`src/rtl/servo_motion_sequencer.sv`:
```
// ---------------------------------------------------------------------------
// servo_motion_sequencer
//
// Purpose:
//   Rate-limited motion controller placed in front of a 4-channel PWM servo
//   block. Target angles arrive over a valid/ready command port. Once per PWM
//   frame each servo's current angle moves toward its target by at most STEP
//   degrees. The PWM block is reloaded with a single-cycle strobe, and only on
//   frames where something actually changed.
//
// Ports:
//   clk_i        system clock
//   rst_n_i      synchronous active-low reset
//   cmd_valid_i  command present
//   cmd_ready_o  command accepted when cmd_valid_i && cmd_ready_o at posedge
//   cmd_servo_i  servo select, 0..3 map to angle1_o..angle4_o
//   cmd_angle_i  target angle in degrees, clamped to MAX_ANGLE
//   angle1_o..angle4_o  registered current angles toward the PWM block
//   nextangle_o  one-cycle load strobe toward the PWM block
//   busy_o       some servo is off target, or the initial load is pending
//   done_o       one-cycle pulse when the last moving servo arrives
// ---------------------------------------------------------------------------
module servo_motion_sequencer #(
    parameter int FRAME_CYCLES = 1000000,
    parameter int STEP         = 2,
    parameter int MAX_ANGLE    = 180,
    parameter int HOME_ANGLE   = 90
) (
    input  logic       clk_i,
    input  logic       rst_n_i,
    input  logic       cmd_valid_i,
    output logic       cmd_ready_o,
    input  logic [1:0] cmd_servo_i,
    input  logic [7:0] cmd_angle_i,
    output logic [7:0] angle1_o,
    output logic [7:0] angle2_o,
    output logic [7:0] angle3_o,
    output logic [7:0] angle4_o,
    output logic       nextangle_o,
    output logic       busy_o,
    output logic       done_o
);

    localparam int               CNT_W    = (FRAME_CYCLES > 1) ? $clog2(FRAME_CYCLES) : 1;
    localparam logic [CNT_W-1:0] CNT_LAST = CNT_W'(FRAME_CYCLES - 1);
    localparam logic [7:0]       STEP_A   = 8'(STEP);
    localparam logic [7:0]       MAX_A    = 8'(MAX_ANGLE);
    localparam logic [7:0]       HOME_A   = 8'(HOME_ANGLE);

    typedef enum logic [1:0] {
        WAIT   = 2'd0,
        UPDATE = 2'd1,
        LOAD   = 2'd2
    } stateT;

    stateT            state_q, state_d;
    logic [CNT_W-1:0] frameCnt_q, frameCnt_d;
    logic [7:0]       cur_q [4];
    logic [7:0]       cur_d [4];
    logic [7:0]       tgt_q [4];
    logic [7:0]       tgt_d [4];
    logic             initPend_q, initPend_d;
    logic             done_q, done_d;

    logic             tick;
    logic             cmdAccept;
    logic [7:0]       cmdAngleClamped;
    logic             anyDiff;
    logic             pendingNext;

    assign tick      = (frameCnt_q == CNT_LAST);
    assign cmdAccept = cmd_valid_i && cmd_ready_o;

    // The frame counter free-runs and is independent of the FSM, so ticks
    // stay evenly spaced whether or not a frame carries an update.
    always_comb begin
        frameCnt_d = tick ? '0 : frameCnt_q + 1'b1;
    end

    // Target update: an accepted command simply overwrites its servo's
    // target. Commands are never accepted in UPDATE, so targets are stable
    // while the step is being computed.
    always_comb begin
        cmdAngleClamped = (cmd_angle_i > MAX_A) ? MAX_A : cmd_angle_i;
        for (int i = 0; i < 4; i++) begin
            tgt_d[i] = tgt_q[i];
            if (cmdAccept && (cmd_servo_i == 2'(i))) begin
                tgt_d[i] = cmdAngleClamped;
            end
        end
    end

    // Per-servo step toward target. Comparing unsigned magnitudes in each
    // direction avoids any wrap: angles never exceed 180 and STEP never
    // exceeds 75, so cur +/- STEP stays within 8 bits.
    always_comb begin
        for (int i = 0; i < 4; i++) begin
            cur_d[i] = cur_q[i];
            if (state_q == UPDATE) begin
                if (tgt_q[i] >= cur_q[i]) begin
                    if ((tgt_q[i] - cur_q[i]) <= STEP_A) begin
                        cur_d[i] = tgt_q[i];
                    end else begin
                        cur_d[i] = cur_q[i] + STEP_A;
                    end
                end else begin
                    if ((cur_q[i] - tgt_q[i]) <= STEP_A) begin
                        cur_d[i] = tgt_q[i];
                    end else begin
                        cur_d[i] = cur_q[i] - STEP_A;
                    end
                end
            end
        end
    end

    // Difference flags. pendingNext looks at the targets as they will be
    // after this cycle, so a command landing in the tick cycle is picked up
    // by that frame's update, and one landing in LOAD suppresses done.
    always_comb begin
        anyDiff     = 1'b0;
        pendingNext = 1'b0;
        for (int i = 0; i < 4; i++) begin
            anyDiff     = anyDiff     | (cur_q[i] != tgt_q[i]);
            pendingNext = pendingNext | (cur_q[i] != tgt_d[i]);
        end
    end

    // Init-load flag and done pulse. done is registered from the LOAD cycle,
    // so it always lands one cycle after nextangle and never alongside it.
    always_comb begin
        initPend_d = (state_q == LOAD) ? 1'b0 : initPend_q;
        done_d     = (state_q == LOAD) && !pendingNext;
    end

    // State register.
    always_ff @(posedge clk_i) begin
        if (!rst_n_i) begin
            state_q <= WAIT;
        end else begin
            state_q <= state_d;
        end
    end

    // Next-state logic: a frame runs UPDATE then LOAD only when there is
    // something to send to the PWM block.
    always_comb begin
        state_d = state_q;
        case (state_q)
            WAIT:    if (tick && (initPend_q || pendingNext)) state_d = UPDATE;
            UPDATE:  state_d = LOAD;
            LOAD:    state_d = WAIT;
            default: state_d = WAIT;
        endcase
    end

    // FSM outputs: the command port stalls only while the step is computed,
    // and the load strobe is simply the LOAD state.
    always_comb begin
        cmd_ready_o = 1'b1;
        nextangle_o = 1'b0;
        case (state_q)
            UPDATE:  cmd_ready_o = 1'b0;
            LOAD:    nextangle_o = 1'b1;
            default: ;
        endcase
    end

    // Datapath registers. Reset returns every servo to home and drops all
    // targets, so a reset mid-motion discards any move in flight.
    always_ff @(posedge clk_i) begin
        if (!rst_n_i) begin
            frameCnt_q <= '0;
            initPend_q <= 1'b1;
            done_q     <= 1'b0;
            for (int i = 0; i < 4; i++) begin
                cur_q[i] <= HOME_A;
                tgt_q[i] <= HOME_A;
            end
        end else begin
            frameCnt_q <= frameCnt_d;
            initPend_q <= initPend_d;
            done_q     <= done_d;
            for (int i = 0; i < 4; i++) begin
                cur_q[i] <= cur_d[i];
                tgt_q[i] <= tgt_d[i];
            end
        end
    end

    assign angle1_o = cur_q[0];
    assign angle2_o = cur_q[1];
    assign angle3_o = cur_q[2];
    assign angle4_o = cur_q[3];
    assign busy_o   = anyDiff || initPend_q;
    assign done_o   = done_q;

endmodule

```
`config.mk`:
```
export PLATFORM = sky130hd
export DESIGN_NAME = servo_motion_sequencer
export DESIGN_NICKNAME = d
export VERILOG_FILES = /design/src/rtl/servo_motion_sequencer.sv
export SDC_FILE = /design/constraint.sdc
export NUM_CORES = 1
export LEC_CHECK = 0
export CAP_MARGIN = 40
export CELL_PAD_IN_SITES_DETAIL_PLACEMENT = 1
export CELL_PAD_IN_SITES_GLOBAL_PLACEMENT = 1
export CORE_MARGIN = 4
export CORE_UTILIZATION = 30
export CTS_BUF_LIST = sky130_fd_sc_hd__clkbuf_8 sky130_fd_sc_hd__clkbuf_16
export CTS_CLUSTER_SIZE = 12
export DETAILED_ROUTE_END_ITERATION = 16
export PLACE_DENSITY_LB_ADDON = 0.08
export REMOVE_ABC_BUFFERS = 1
export SLEW_MARGIN = 20
export SYNTH_ARGS = -nofsm -noshare
export SYNTH_HDL_FRONTEND = slang
export SYNTH_SLANG_ARGS = --single-unit
```
`constraint.sdc`:
```
create_clock -name clk_i -period 4.2 [get_ports clk_i]
set_input_delay 0.84 -clock clk_i [delete_from_list [all_inputs] [get_ports clk_i]]
set_output_delay 0.84 -clock clk_i [all_outputs]
set_load 0.02 [all_outputs]
```
==> out/qor.tcl <==
set qor(power_in_combinational_cells_w) 0.000676
set qor(route.detailed.vias_per_inst) 5.52
set qor(worst_hold_slack_ns) 0.455
set qor(status) {finished, final reports clean}
set qor(drc_errors) 0
set qor(grt_max_degree) 31
set qor(synth-xor-area-share) 0.0779
set qor(area_share_clock_buf_inv) 0.0315
set qor(gr-max-usage-layer) {met2}
set qor(grtUsageTotal) 0.202
set qor(endpoint_kind) {output pin}
set qor(layout.non_clock_buffers) 94
set qor(cts.repair_timing.setup_buffer_count) 0
set qor(grt.met1_usage) 0.284
set qor(chip_area_um2) 30100
set qor(crit_family) {buffers and inverters}
set qor(insertedDiodeCount) 0
set qor(cp_data_arrival_time_ns) 2.92
set qor(m1WireLength_mm) 15.3
set qor(yosys.stat.chipArea_um2) 8210
set qor(routed_wl_mm) 30.7
set qor(yosysWarningCount) 0
set qor(synth-edff-count) 0
set qor(sw_frac_of_total) 0.357
set qor(timing.critical_path.from_type) {register}
set qor(clock.fmax_mhz) 266
set qor(setup_viol_count_final) 0
set qor(synth_simple_gate_area_share) 0.199
set qor(fill_cells) 3227
set qor(whs_path_depth) 1
set qor(floorplan.die.width_um) 173
set qor(floorplan.core_area_um2) 27000
set qor(warning_count) 57
set qor(adder_share) 0.125
set qor(vias) 8075
set qor(dr.first_iter.drc_count) 363
set qor(cts-htree-levels) 3
set qor(mappedNetlistArea_um2) 8210
set qor(startpoint) {cur_q[1][5]$_SDFFE_PN0P_}
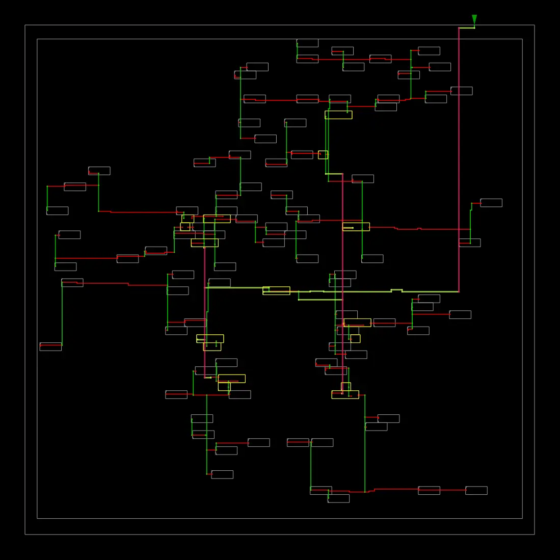
(images/clock_nets.png)
Clk. pwr: 0.000840 W
clock skew: 0.0139 ns
sequential cell count: 88
TritonCTS Sinks: 88
number of buffers inserted during clock tree synthesis: 9

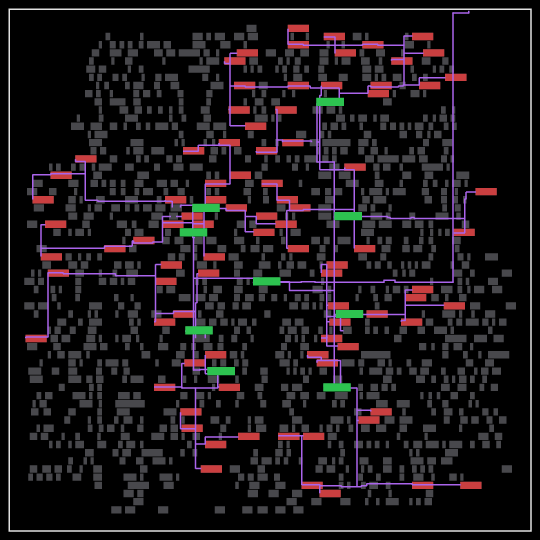
(images/clock_wires.png)
Drawn at 3 px/um.
flip-flops -> red  # count 88
clock-net drivers -> green  # count 9
clock wires -> purple  # length 1550 um
routed clock nets = 10
clock network fraction of total power: 0.352
later-pin clock latency in the skew report: 0.36 ns

Power figures rest on the tool's default switching activity, not on a simulated workload.
